### src/rtl/button_debouncer.sv
// -----------------------------------------------------------------------------
// button_debouncer
//
// Debounces a mechanical pushbutton and produces a clean level plus strobes.
// The raw pin goes through a two-flop synchronizer and is then normalised to
// active-high. An FSM must see DEBOUNCE_CYCLES consecutive stable samples
// before it accepts a level change. All outputs are registered one stage
// after the FSM state.
//
// Optional feature: define BUTTON_DEBOUNCER_AUTOREPEAT_EN to enable
// auto-repeat. While the button is held, repeat_pulse fires REPEAT_DELAY
// cycles after press_pulse and then every REPEAT_PERIOD cycles. The port list
// is identical in both builds; without the macro, repeat_pulse is tied low.
//
// Ports:
//   clock         in   system clock, all state on the rising edge
//   reset         in   synchronous, active-high reset
//   btn_raw       in   asynchronous, bouncing pushbutton pin
//   btn_level     out  debounced level, 1 = pressed
//   press_pulse   out  one-cycle strobe on an accepted press
//   release_pulse out  one-cycle strobe on an accepted release
//   repeat_pulse  out  one-cycle strobe per auto-repeat tick
//   step          out  press_pulse | repeat_pulse (downstream counter enable)
// -----------------------------------------------------------------------------
module button_debouncer #(
    parameter int unsigned DEBOUNCE_CYCLES = 120000,
    parameter int unsigned BTN_ACTIVE_LOW  = 1,
    parameter int unsigned REPEAT_DELAY    = 6000000,
    parameter int unsigned REPEAT_PERIOD   = 1200000
) (
    input  logic clock,
    input  logic reset,
    input  logic btn_raw,
    output logic btn_level,
    output logic press_pulse,
    output logic release_pulse,
    output logic repeat_pulse,
    output logic step
);

    localparam int unsigned MAX_AB  = (DEBOUNCE_CYCLES > REPEAT_DELAY) ? DEBOUNCE_CYCLES : REPEAT_DELAY;
    localparam int unsigned MAX_CYC = (MAX_AB > REPEAT_PERIOD) ? MAX_AB : REPEAT_PERIOD;
    localparam int          CNT_W   = $clog2(MAX_CYC + 1);

    // Comparing against N-1 on the current value is the "would reach N" test.
    localparam logic [CNT_W-1:0] DEB_LAST  = CNT_W'(DEBOUNCE_CYCLES - 1);
    // Synchronizer idle level corresponds to the released button.
    localparam logic             SYNC_IDLE = (BTN_ACTIVE_LOW != 0);

    typedef enum logic [1:0] {
        RELEASED     = 2'd0,
        PRESS_PEND   = 2'd1,
        PRESSED      = 2'd2,
        RELEASE_PEND = 2'd3
    } state_t;

    function automatic logic [CNT_W-1:0] sat_inc(input logic [CNT_W-1:0] v);
        return (v == {CNT_W{1'b1}}) ? v : v + CNT_W'(1);
    endfunction

    logic             sync1_q, sync1_d;
    logic             sync2_q, sync2_d;
    logic             sync_active;
    state_t           state_q, state_d;
    logic [CNT_W-1:0] cnt_q, cnt_d;
    logic             btn_level_q, btn_level_d;
    logic             press_q, press_d;
    logic             release_q, release_d;

    // Normalisation happens only after the second synchronizer flop.
    assign sync_active = sync2_q ^ SYNC_IDLE;

    always_comb begin
        sync1_d = btn_raw;
        sync2_d = sync1_q;
        state_d = state_q;
        cnt_d   = cnt_q;

        // A disagreeing sample always wins over the counter reaching its limit.
        unique case (state_q)
            RELEASED: begin
                if (sync_active) begin
                    state_d = PRESS_PEND;
                    cnt_d   = CNT_W'(1);
                end
            end
            PRESS_PEND: begin
                if (!sync_active) begin
                    state_d = RELEASED;
                    cnt_d   = '0;
                end else if (cnt_q == DEB_LAST) begin
                    state_d = PRESSED;
                    cnt_d   = '0;
                end else begin
                    cnt_d = sat_inc(cnt_q);
                end
            end
            PRESSED: begin
                if (!sync_active) begin
                    state_d = RELEASE_PEND;
                    cnt_d   = CNT_W'(1);
                end
            end
            RELEASE_PEND: begin
                if (sync_active) begin
                    state_d = PRESSED;
                    cnt_d   = '0;
                end else if (cnt_q == DEB_LAST) begin
                    state_d = RELEASED;
                    cnt_d   = '0;
                end else begin
                    cnt_d = sat_inc(cnt_q);
                end
            end
            default: begin
                state_d = RELEASED;
                cnt_d   = '0;
            end
        endcase

        // Output stage follows state_q. The registered level of the previous
        // cycle identifies the entry cycle into PRESSED or RELEASED, so a
        // PRESSED<->RELEASE_PEND bounce produces no strobe.
        btn_level_d = (state_q == PRESSED) || (state_q == RELEASE_PEND);
        press_d     = (state_q == PRESSED) && !btn_level_q;
        release_d   = (state_q == RELEASED) && btn_level_q;
    end

`ifdef BUTTON_DEBOUNCER_AUTOREPEAT_EN
    localparam logic [CNT_W-1:0] DELAY_LAST  = CNT_W'(REPEAT_DELAY - 1);
    localparam logic [CNT_W-1:0] PERIOD_LAST = CNT_W'(REPEAT_PERIOD - 1);

    logic [CNT_W-1:0] rpt_cnt_q, rpt_cnt_d;
    logic             rpt_armed_q, rpt_armed_d;   // first repeat already issued
    logic             repeat_q, repeat_d;
    logic             step_q, step_d;
    logic [CNT_W-1:0] rpt_target;

    always_comb begin
        rpt_target  = rpt_armed_q ? PERIOD_LAST : DELAY_LAST;
        rpt_cnt_d   = rpt_cnt_q;
        rpt_armed_d = rpt_armed_q;
        repeat_d    = 1'b0;

        if (state_q == PRESSED) begin
            if (!btn_level_q) begin
                // Entry cycle, the one that emits press_pulse: restart the timer.
                rpt_cnt_d   = '0;
                rpt_armed_d = 1'b0;
            end else if (rpt_cnt_q == rpt_target) begin
                repeat_d    = 1'b1;
                rpt_cnt_d   = '0;
                rpt_armed_d = 1'b1;
            end else begin
                rpt_cnt_d = sat_inc(rpt_cnt_q);
            end
        end else if (state_q != RELEASE_PEND) begin
            // RELEASE_PEND holds the timer so that a release bounce only pauses it.
            rpt_cnt_d   = '0;
            rpt_armed_d = 1'b0;
        end

        step_d = press_d | repeat_d;
    end

    always_ff @(posedge clock) begin
        if (reset) begin
            rpt_cnt_q   <= '0;
            rpt_armed_q <= 1'b0;
            repeat_q    <= 1'b0;
            step_q      <= 1'b0;
        end else begin
            rpt_cnt_q   <= rpt_cnt_d;
            rpt_armed_q <= rpt_armed_d;
            repeat_q    <= repeat_d;
            step_q      <= step_d;
        end
    end

    assign repeat_pulse = repeat_q;
    assign step         = step_q;
`else
    assign repeat_pulse = 1'b0;
    assign step         = press_q;
`endif

    always_ff @(posedge clock) begin
        if (reset) begin
            sync1_q     <= SYNC_IDLE;
            sync2_q     <= SYNC_IDLE;
            state_q     <= RELEASED;
            cnt_q       <= '0;
            btn_level_q <= 1'b0;
            press_q     <= 1'b0;
            release_q   <= 1'b0;
        end else begin
            sync1_q     <= sync1_d;
            sync2_q     <= sync2_d;
            state_q     <= state_d;
            cnt_q       <= cnt_d;
            btn_level_q <= btn_level_d;
            press_q     <= press_d;
            release_q   <= release_d;
        end
    end

    assign btn_level     = btn_level_q;
    assign press_pulse   = press_q;
    assign release_pulse = release_q;

endmodule

### config.mk
export PLATFORM = sky130hd
export DESIGN_NAME = button_debouncer
export DESIGN_NICKNAME = d
export VERILOG_FILES = /design/src/rtl/button_debouncer.sv
export SDC_FILE = /design/constraint.sdc
export NUM_CORES = 1
export LEC_CHECK = 0
export CORE_ASPECT_RATIO = 0.9
export CORE_UTILIZATION = 55
export DETAILED_ROUTE_END_ITERATION = 12
export PLACE_DENSITY = 0.73
export SYNTH_ARGS = -nofsm -noshare
export SYNTH_HDL_FRONTEND = slang
export SYNTH_SLANG_ARGS = --single-unit
### constraint.sdc
create_clock -name clock -period 3.9 [get_ports clock]
set_input_delay 0.585 -clock clock [delete_from_list [all_inputs] [get_ports clock]]
set_output_delay 0.585 -clock clock [all_outputs]
set_load 0.005 [all_outputs]
Figure 1. Routed clock nets over the placement.
The bar under the picture is 20 um long.
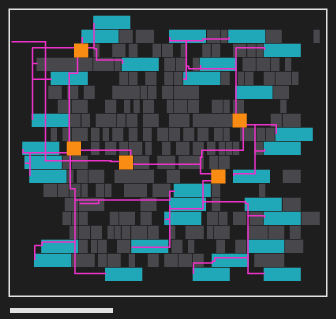
Orange shows clock-net drivers, count 5. Magenta shows clock wires, length 396 um. Cyan shows flip-flops, count 30.
Position of the flops: spread over the die.
clk pwr: 0.258 mW
Final Skew: 0.01941 ns

Figure 2. Cell placement.
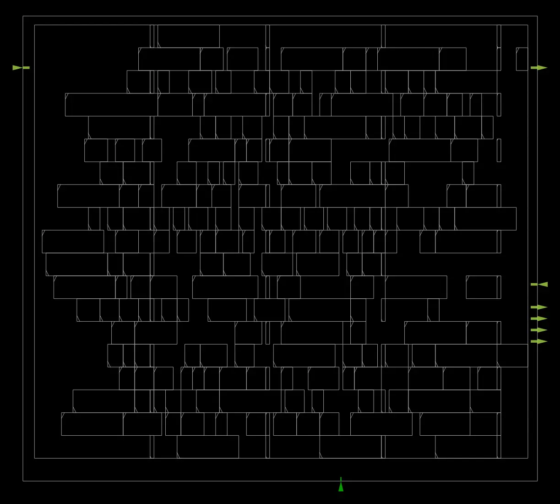
# rows: 19
Final Core Density: 60.81%

==> run notes <==
run metrics: die area 0.003405 mm^2, CTS tree done, Signal buf overhead 4.057%, DP Worst Slack 1.207 ns, Congestion Overflow GR 0, CP delay by family, top buffers and inverters, nonclk buf count 8, adder share 0.7163%, Worst-Skew Late Latency 0.33 ns, Simple Share, Synth 31.59%, slowest stage cell on the critical path a211oi_2, CP Cell Sequence clkdlybuf4s50_1, a211oi_2, buf_4, nand3_1, o31ai_1, Antenna Cells 0, crit-path max FO 17, sequential share of power 52.3%, GRT Overall Usage 28.02%, ys cells approximately 210, outcome finished, final reports clean, Ys Warns 0, Switching Share 22.38%, post-layout net count between 200 and 250, WP data required between 4 and 5 ns, Max-Cap Viols 0, drt initial violations 151, vias between 1.5k and 2k, WL met1 ~1.9 mm, layout cells sized above 1 about 12%, CTS Buf Count 5, Placed Area about 0.0018 mm^2, Hold Path Depth 1, number of buffers added on ports 6, Max Buffers Root-to-Sink 2, Biggest consumer sequential cells, final setup TNS 0 ns, ANT nets after route 0, Hold Slack ~0.42 ns, ao+oa area frac approximately a quarter, final setup fails 0, CORE AREA 0.003043 mm^2, Commonest Layout Cell dfxtp_1, largest net degree at the start of global routing 18, H-tree Lvls 2, vias per cell 6.735, main area contributors after synthesis dfxtp_1, nand2_1, nand3_1, most area-hungry cell type in the Yosys netlist dfxtp_1, mux share between 1 and 1.5%, yosys stat area 0.001747 mm^2, Critical Path Source reset, #FFs+latches synth 30, Logic pwr share 5.6%, final wirelength 4.240 mm, CP Data Arrival Time 2.65 ns, Sink Count 30, Post-synth seq share 34.38%, worst vdd ir 0.0003340 V, Power, Total 0.6131 mW, Layout fillers 292, fin crit share between 60% and 70%, CP Depth 5, Logic family by area simple AND/OR/NAND/NOR gates, Cell Type Count around 56, Post-synth ARST share 0%, clock slew at reported path FFs 0.09 ns, synthesized area per cell 8.479 um^2, Seq power 0.321 mW, unrepaired setup endpoints after global routing no, power density relative to cell area 331.3 mW/mm^2, grt met3 use 7.026%, Flop area 600.6 um^2, Psw ~0.14 mW, CP Capture Type flip-flop, Hold Crit Start sync1_q, first-pass GRT wire length 7.127 mm, slew margin rel. 55.30%, root buf cell clkbuf_4, reg2reg setup slack 1.60 ns, Reg2Reg Depth 6, Leak 0.5704 nW, Clock Buffer Count 6, Setup CP Type primary input to flip-flop, minimum clock period around 2.4 ns, Starting Density 57.40%, top sig layer met4, DRT Pass-1 Iters 5, GR peak layer met1, Chip Height 55.46 um, M1 GR Usage 41.25%, reg2reg end cnt_q[12]
Figure 3. A small window of the routed layout.
The bar under the picture is 10 um long. Region (18, 26) to (43, 51) um. Cells in grey, sequential cells in the stronger grey; small squares are vias.
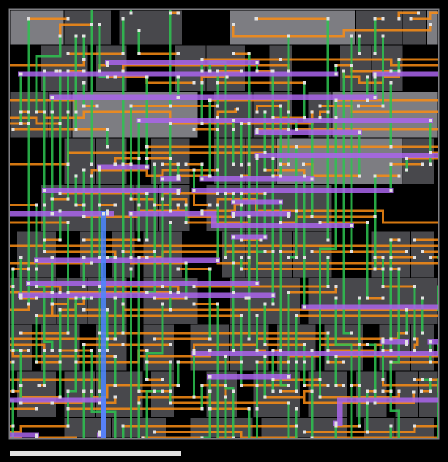
Orange shows M1. Blue shows M4. Green shows M2. Purple shows M3.
66 logic cells have their middle in the window. Netlist names of flops here include `cnt_q` (4). Most frequent: nand2_1 (9), nand3_1 (8), nand4_1 (7). Sequential cells in the window: 4.

Power figures rest on the tool's default switching activity, not on a simulated workload.
